**config.mk**
```make
export PLATFORM = sky130hd
export DESIGN_NAME = ready_retime_skid
export DESIGN_NICKNAME = d
export VERILOG_FILES = /design/src/rtl/ready_retime_skid.sv
export SDC_FILE = /design/constraint.sdc
export NUM_CORES = 1
export LEC_CHECK = 0
export CAP_MARGIN = 20
export CORE_UTILIZATION = 54
export DETAILED_ROUTE_END_ITERATION = 8
export GPL_TIMING_DRIVEN = 0
export PLACE_DENSITY = 0.87
export RECOVER_POWER = 100
export SYNTH_ARGS = -nofsm -noshare
export SYNTH_HDL_FRONTEND = slang
export SYNTH_SLANG_ARGS = --single-unit
```
**constraint.sdc**
```tcl
create_clock -name clk -period 3.87 [get_ports clk]
set_input_delay 0.774 -clock clk [delete_from_list [all_inputs] [get_ports clk]]
set_output_delay 0.774 -clock clk [all_outputs]
set_load 0.1 [all_outputs]
```
**src/rtl/ready_retime_skid.sv**
```systemverilog
// ready_retime_skid
//   Two-entry register slice (main + skid) that breaks every combinational
//   path through a valid/ready handshake. in_ready, out_valid, out_data and
//   occupancy all come straight from flops. stall_cnt counts the cycles in
//   which the output holds valid data that downstream does not take.
//
// Ports
//   clk        rising-edge clock
//   rst_n      asynchronous active-low reset
//   in_valid   upstream data valid
//   in_ready   block accepts input (registered)
//   in_data    upstream payload, WIDTH bits
//   out_valid  output payload valid (registered)
//   out_ready  downstream accepts
//   out_data   payload, driven from the main register
//   flush      synchronous discard of all held entries
//   occupancy  number of held entries, 0..2
//   stall_cnt  saturating count of output stall cycles, CNT_W bits
module ready_retime_skid #(
  parameter int WIDTH = 128,
  parameter int CNT_W = 16
) (
  input  logic             clk,
  input  logic             rst_n,
  input  logic             in_valid,
  output logic             in_ready,
  input  logic [WIDTH-1:0] in_data,
  output logic             out_valid,
  input  logic             out_ready,
  output logic [WIDTH-1:0] out_data,
  input  logic             flush,
  output logic [1:0]       occupancy,
  output logic [CNT_W-1:0] stall_cnt
);

  typedef enum logic [1:0] {
    EMPTY = 2'd0,
    BUSY  = 2'd1,
    FULL  = 2'd2
  } state_t;

  state_t           state_reg, state_next;
  logic [WIDTH-1:0] main_reg, main_next;
  logic [WIDTH-1:0] skid_reg, skid_next;
  logic             in_ready_reg, in_ready_next;
  logic             out_valid_reg, out_valid_next;
  logic [1:0]       occupancy_reg, occupancy_next;
  logic [CNT_W-1:0] stall_cnt_reg, stall_cnt_next;

  logic in_fire;
  logic out_fire;

  // Handshakes use only registered ready/valid, so no path exists from
  // out_ready to in_ready or from in_valid/in_data to any output.
  assign in_fire  = in_valid & in_ready_reg;
  assign out_fire = out_valid_reg & out_ready;

  always_comb begin
    state_next = state_reg;
    main_next  = main_reg;
    skid_next  = skid_reg;

    case (state_reg)
      EMPTY: begin
        if (in_fire) begin
          state_next = BUSY;
          main_next  = in_data;
        end
      end
      BUSY: begin
        if (in_fire && out_fire) begin
          main_next = in_data;
        end else if (in_fire) begin
          state_next = FULL;
          skid_next  = in_data;
        end else if (out_fire) begin
          state_next = EMPTY;
        end
      end
      FULL: begin
        if (out_fire) begin
          state_next = BUSY;
          main_next  = skid_reg;
        end
      end
      default: begin
        state_next = EMPTY;
      end
    endcase

    // Flush empties the slice but leaves the data registers untouched;
    // any handshake in this cycle still completes, its data is just dropped.
    if (flush) begin
      state_next = EMPTY;
      main_next  = main_reg;
      skid_next  = skid_reg;
    end
  end

  // Handshake and occupancy outputs are precomputed from the next state so
  // they can be registered alongside it.
  always_comb begin
    in_ready_next  = (state_next != FULL);
    out_valid_next = (state_next != EMPTY);
    case (state_next)
      BUSY:    occupancy_next = 2'd1;
      FULL:    occupancy_next = 2'd2;
      default: occupancy_next = 2'd0;
    endcase
  end

  // A stall is a cycle with valid output that downstream refuses; this is
  // counted in flush cycles too. The counter sticks at all-ones.
  always_comb begin
    stall_cnt_next = stall_cnt_reg;
    if (out_valid_reg && !out_ready && (stall_cnt_reg != {CNT_W{1'b1}})) begin
      stall_cnt_next = stall_cnt_reg + 1'b1;
    end
  end

  always_ff @(posedge clk or negedge rst_n) begin
    if (!rst_n) begin
      state_reg     <= EMPTY;
      main_reg      <= '0;
      skid_reg      <= '0;
      in_ready_reg  <= 1'b1;
      out_valid_reg <= 1'b0;
      occupancy_reg <= 2'd0;
      stall_cnt_reg <= '0;
    end else begin
      state_reg     <= state_next;
      main_reg      <= main_next;
      skid_reg      <= skid_next;
      in_ready_reg  <= in_ready_next;
      out_valid_reg <= out_valid_next;
      occupancy_reg <= occupancy_next;
      stall_cnt_reg <= stall_cnt_next;
    end
  end

  assign in_ready  = in_ready_reg;
  assign out_valid = out_valid_reg;
  assign out_data  = main_reg;
  assign occupancy = occupancy_reg;
  assign stall_cnt = stall_cnt_reg;

endmodule

```
### Drive-strength map

Drawn at 2 px/micron.
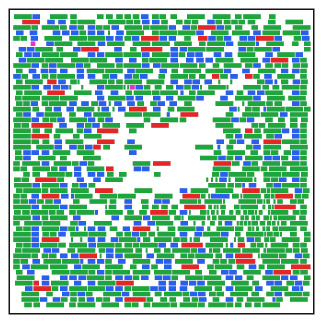
legend:
  green:
    size: _0 and _1 cells
    cells: 736
    share: 66%
  magenta:
    size: _3 and _4 cells
    cells: 2
    share: 0.18%
  red:
    size: _6 and larger
    cells: 48
    share: 4.3%
  blue:
    size: _2 cells
    cells: 332
    share: 30%

### Close-up of the layout

Region (51, 81) to (101, 131) microns. Cells in grey, sequential cells in the stronger grey; small squares are vias.
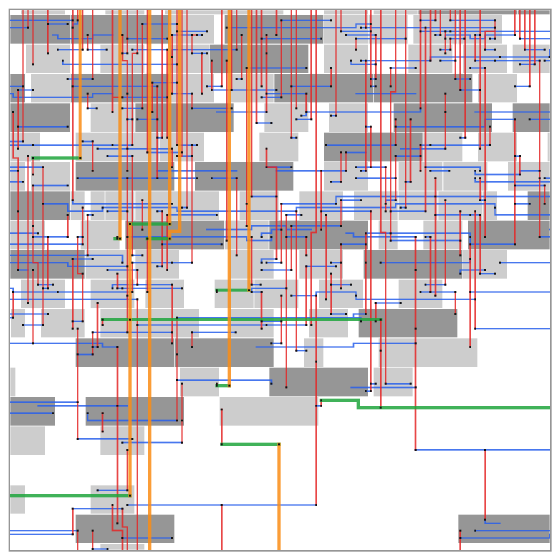
legend:
  green:
    layer: metal 3
  orange:
    layer: metal 4
  blue:
    layer: metal 1
  red:
    layer: metal 2
netlist names of flops here include: out_data (14), skid_reg (12)
cells with their middle in the window: 97
sequential cells in the window: 26
most frequent: mux2_2 (37), dfrtp_1 (26), clkdlybuf4s50_1 (11)

### Placement view

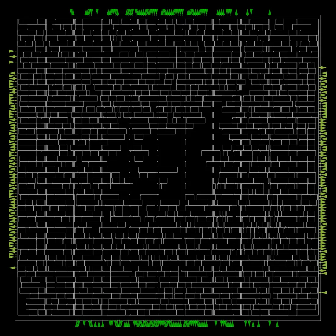
Site Rows: 54
Filler cells: 1,432
area of the core: 21,900 sq um

### Wiring heat map

Drawn at 2 px/micron. 30 x 30 tiles, from dark purple (low) to yellow (high), scaled to the fullest tile. Values are wire area over tile area, all layers added.
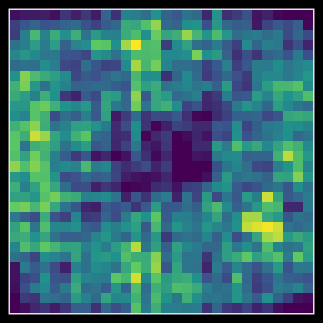
emptiest ninth of the die: middle
nearly empty tiles: 3.2%
tiles over half the peak: 30%
mean over tiles: 0.19
fullest tile: 0.49

### Power grid

Drawn at 3 px/micron. Pins as bars on the die edge.
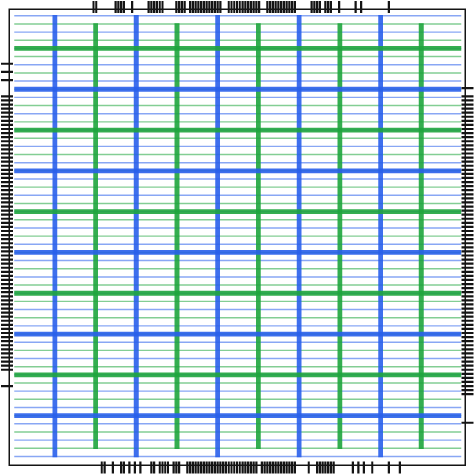
legend:
  green:
    net: VDD
  blue:
    net: VSS
rows: 54
met4 straps: 10
met5 straps: 10

==> results.txt <==
yosys + openroad results -> WL met3=2210 microns, Horiz. Die Dim=152 microns, top-count cell post-synth=mux2_2, clock-pin slew on the worst setup and hold paths=60 ps, Final Max Slew Viols=between 80 and 90, CP Launch Type=input pin, Synth warnings=0, worst setup path startpoint=out_ready, Mapped Area=12,100 sq um, Synth async-reset ratio=100%, yosys aoi share=less than 1%, Worst Skew=approximately 12 ps, yosys synthesis chip area=12,100 sq um, failing checks=capacitance limit, slew limit, status=finished, violations left, # Cells Yosys=783, drt drc=0, port bufs=approximately 280, crit-path cells=dlygate4sd3_1 -> and3_1 -> o21bai_1 -> a21oi_1 -> clkbuf_1 -> clkbuf_1 -> mux2_2, stage-log warning count=26, Die H=~150 microns, cts hold-fix bufs=0, Avg Vias per Cell=roughly 5.4, Tot GR Track Use=approximately 24%, top post-synthesis cells by area=dfrtp_1, mux2_2, mux2_1, MaxCap Viol Count=1, R2R Setup Slk=roughly 960 ps, synth unique cells=36, EDFF count, synth=0, Min-Delay Path Class=reg2reg, DP Area=15,300 sq um, die footprint=~23,000 sq um, Top FF cell, synth=dfrtp_1, global-route wire length before repair=43,100 microns, pin count of the biggest net entering global routing=about 100, global placement routability congestion=~0.86, MUX area fraction=a little over a third, total grt overflow=0
==> area by class of cell <==
type                            count  area [sq um]  share of cell area (%)
Buffer                             42           206                    1.27
Multi-Input combinational cell    461          4820                    29.6
Sequential cell                   278          6960                    42.8
Tap cell                          280           350                    2.15
Clock inverter                     22           319                    1.96
Clock buffer                       31           753                    4.63
Timing Repair Buffer              282          2850                    17.5
Antenna cell                        1          2.50                  0.0154
Inverter                            2          7.51                  0.0462
==> cells in the final DEF, fill, tap and decap left out, types with 3 or more instances in the layout <==
| cell | count |
|---|---|
| mux2_1 | 69 |
| mux2_2 | 316 |
| nor2_1 | 7 |
| xor2_1 | 12 |
| clkdlybuf4s50_1 | 130 |
| nand3_1 | 4 |
| dlygate4sd3_1 | 149 |
| buf_2 | 3 |
| a21oi_1 | 5 |
| nor4_1 | 4 |
| nand2_1 | 11 |
| clkinv_2 | 11 |
| clkbuf_16 | 29 |
| buf_6 | 6 |
| dfrtp_1 | 277 |
| nor3_1 | 4 |
| and3_1 | 4 |
| bufinv_16 | 8 |
| nand4_1 | 4 |
| clkbuf_1 | 32 |
==> where the power goes <==
| group | switching (uW) | total (uW) | leakage, uW | internal (uW) |
|---|---|---|---|---|
| Clock | 1180 | 3120 | 0.000533 | 1940 |
| Sequential | 520 | 4460 | 0.00336 | 3940 |
| Combinational | 4280 | 5870 | 0.00310 | 1590 |
| Total | 5980 | 13500 | 0.00699 | 7470 |
==> per-stage QoR <==
stage	setup TNS (ps)	power, uW	hold WS, ps	std cells	setup slack, ps
after floorplan	0	9000	477	783	1510
after global placement	-2769320	10500	467	1343	-10010
after detailed placement	0	10600	475	1345	826
after CTS	0	13800	246	1398	850
after global routing	0	14000	498	1399	439
final	0	13500	478	1399	585
Power and IR drop assume default switching activity.
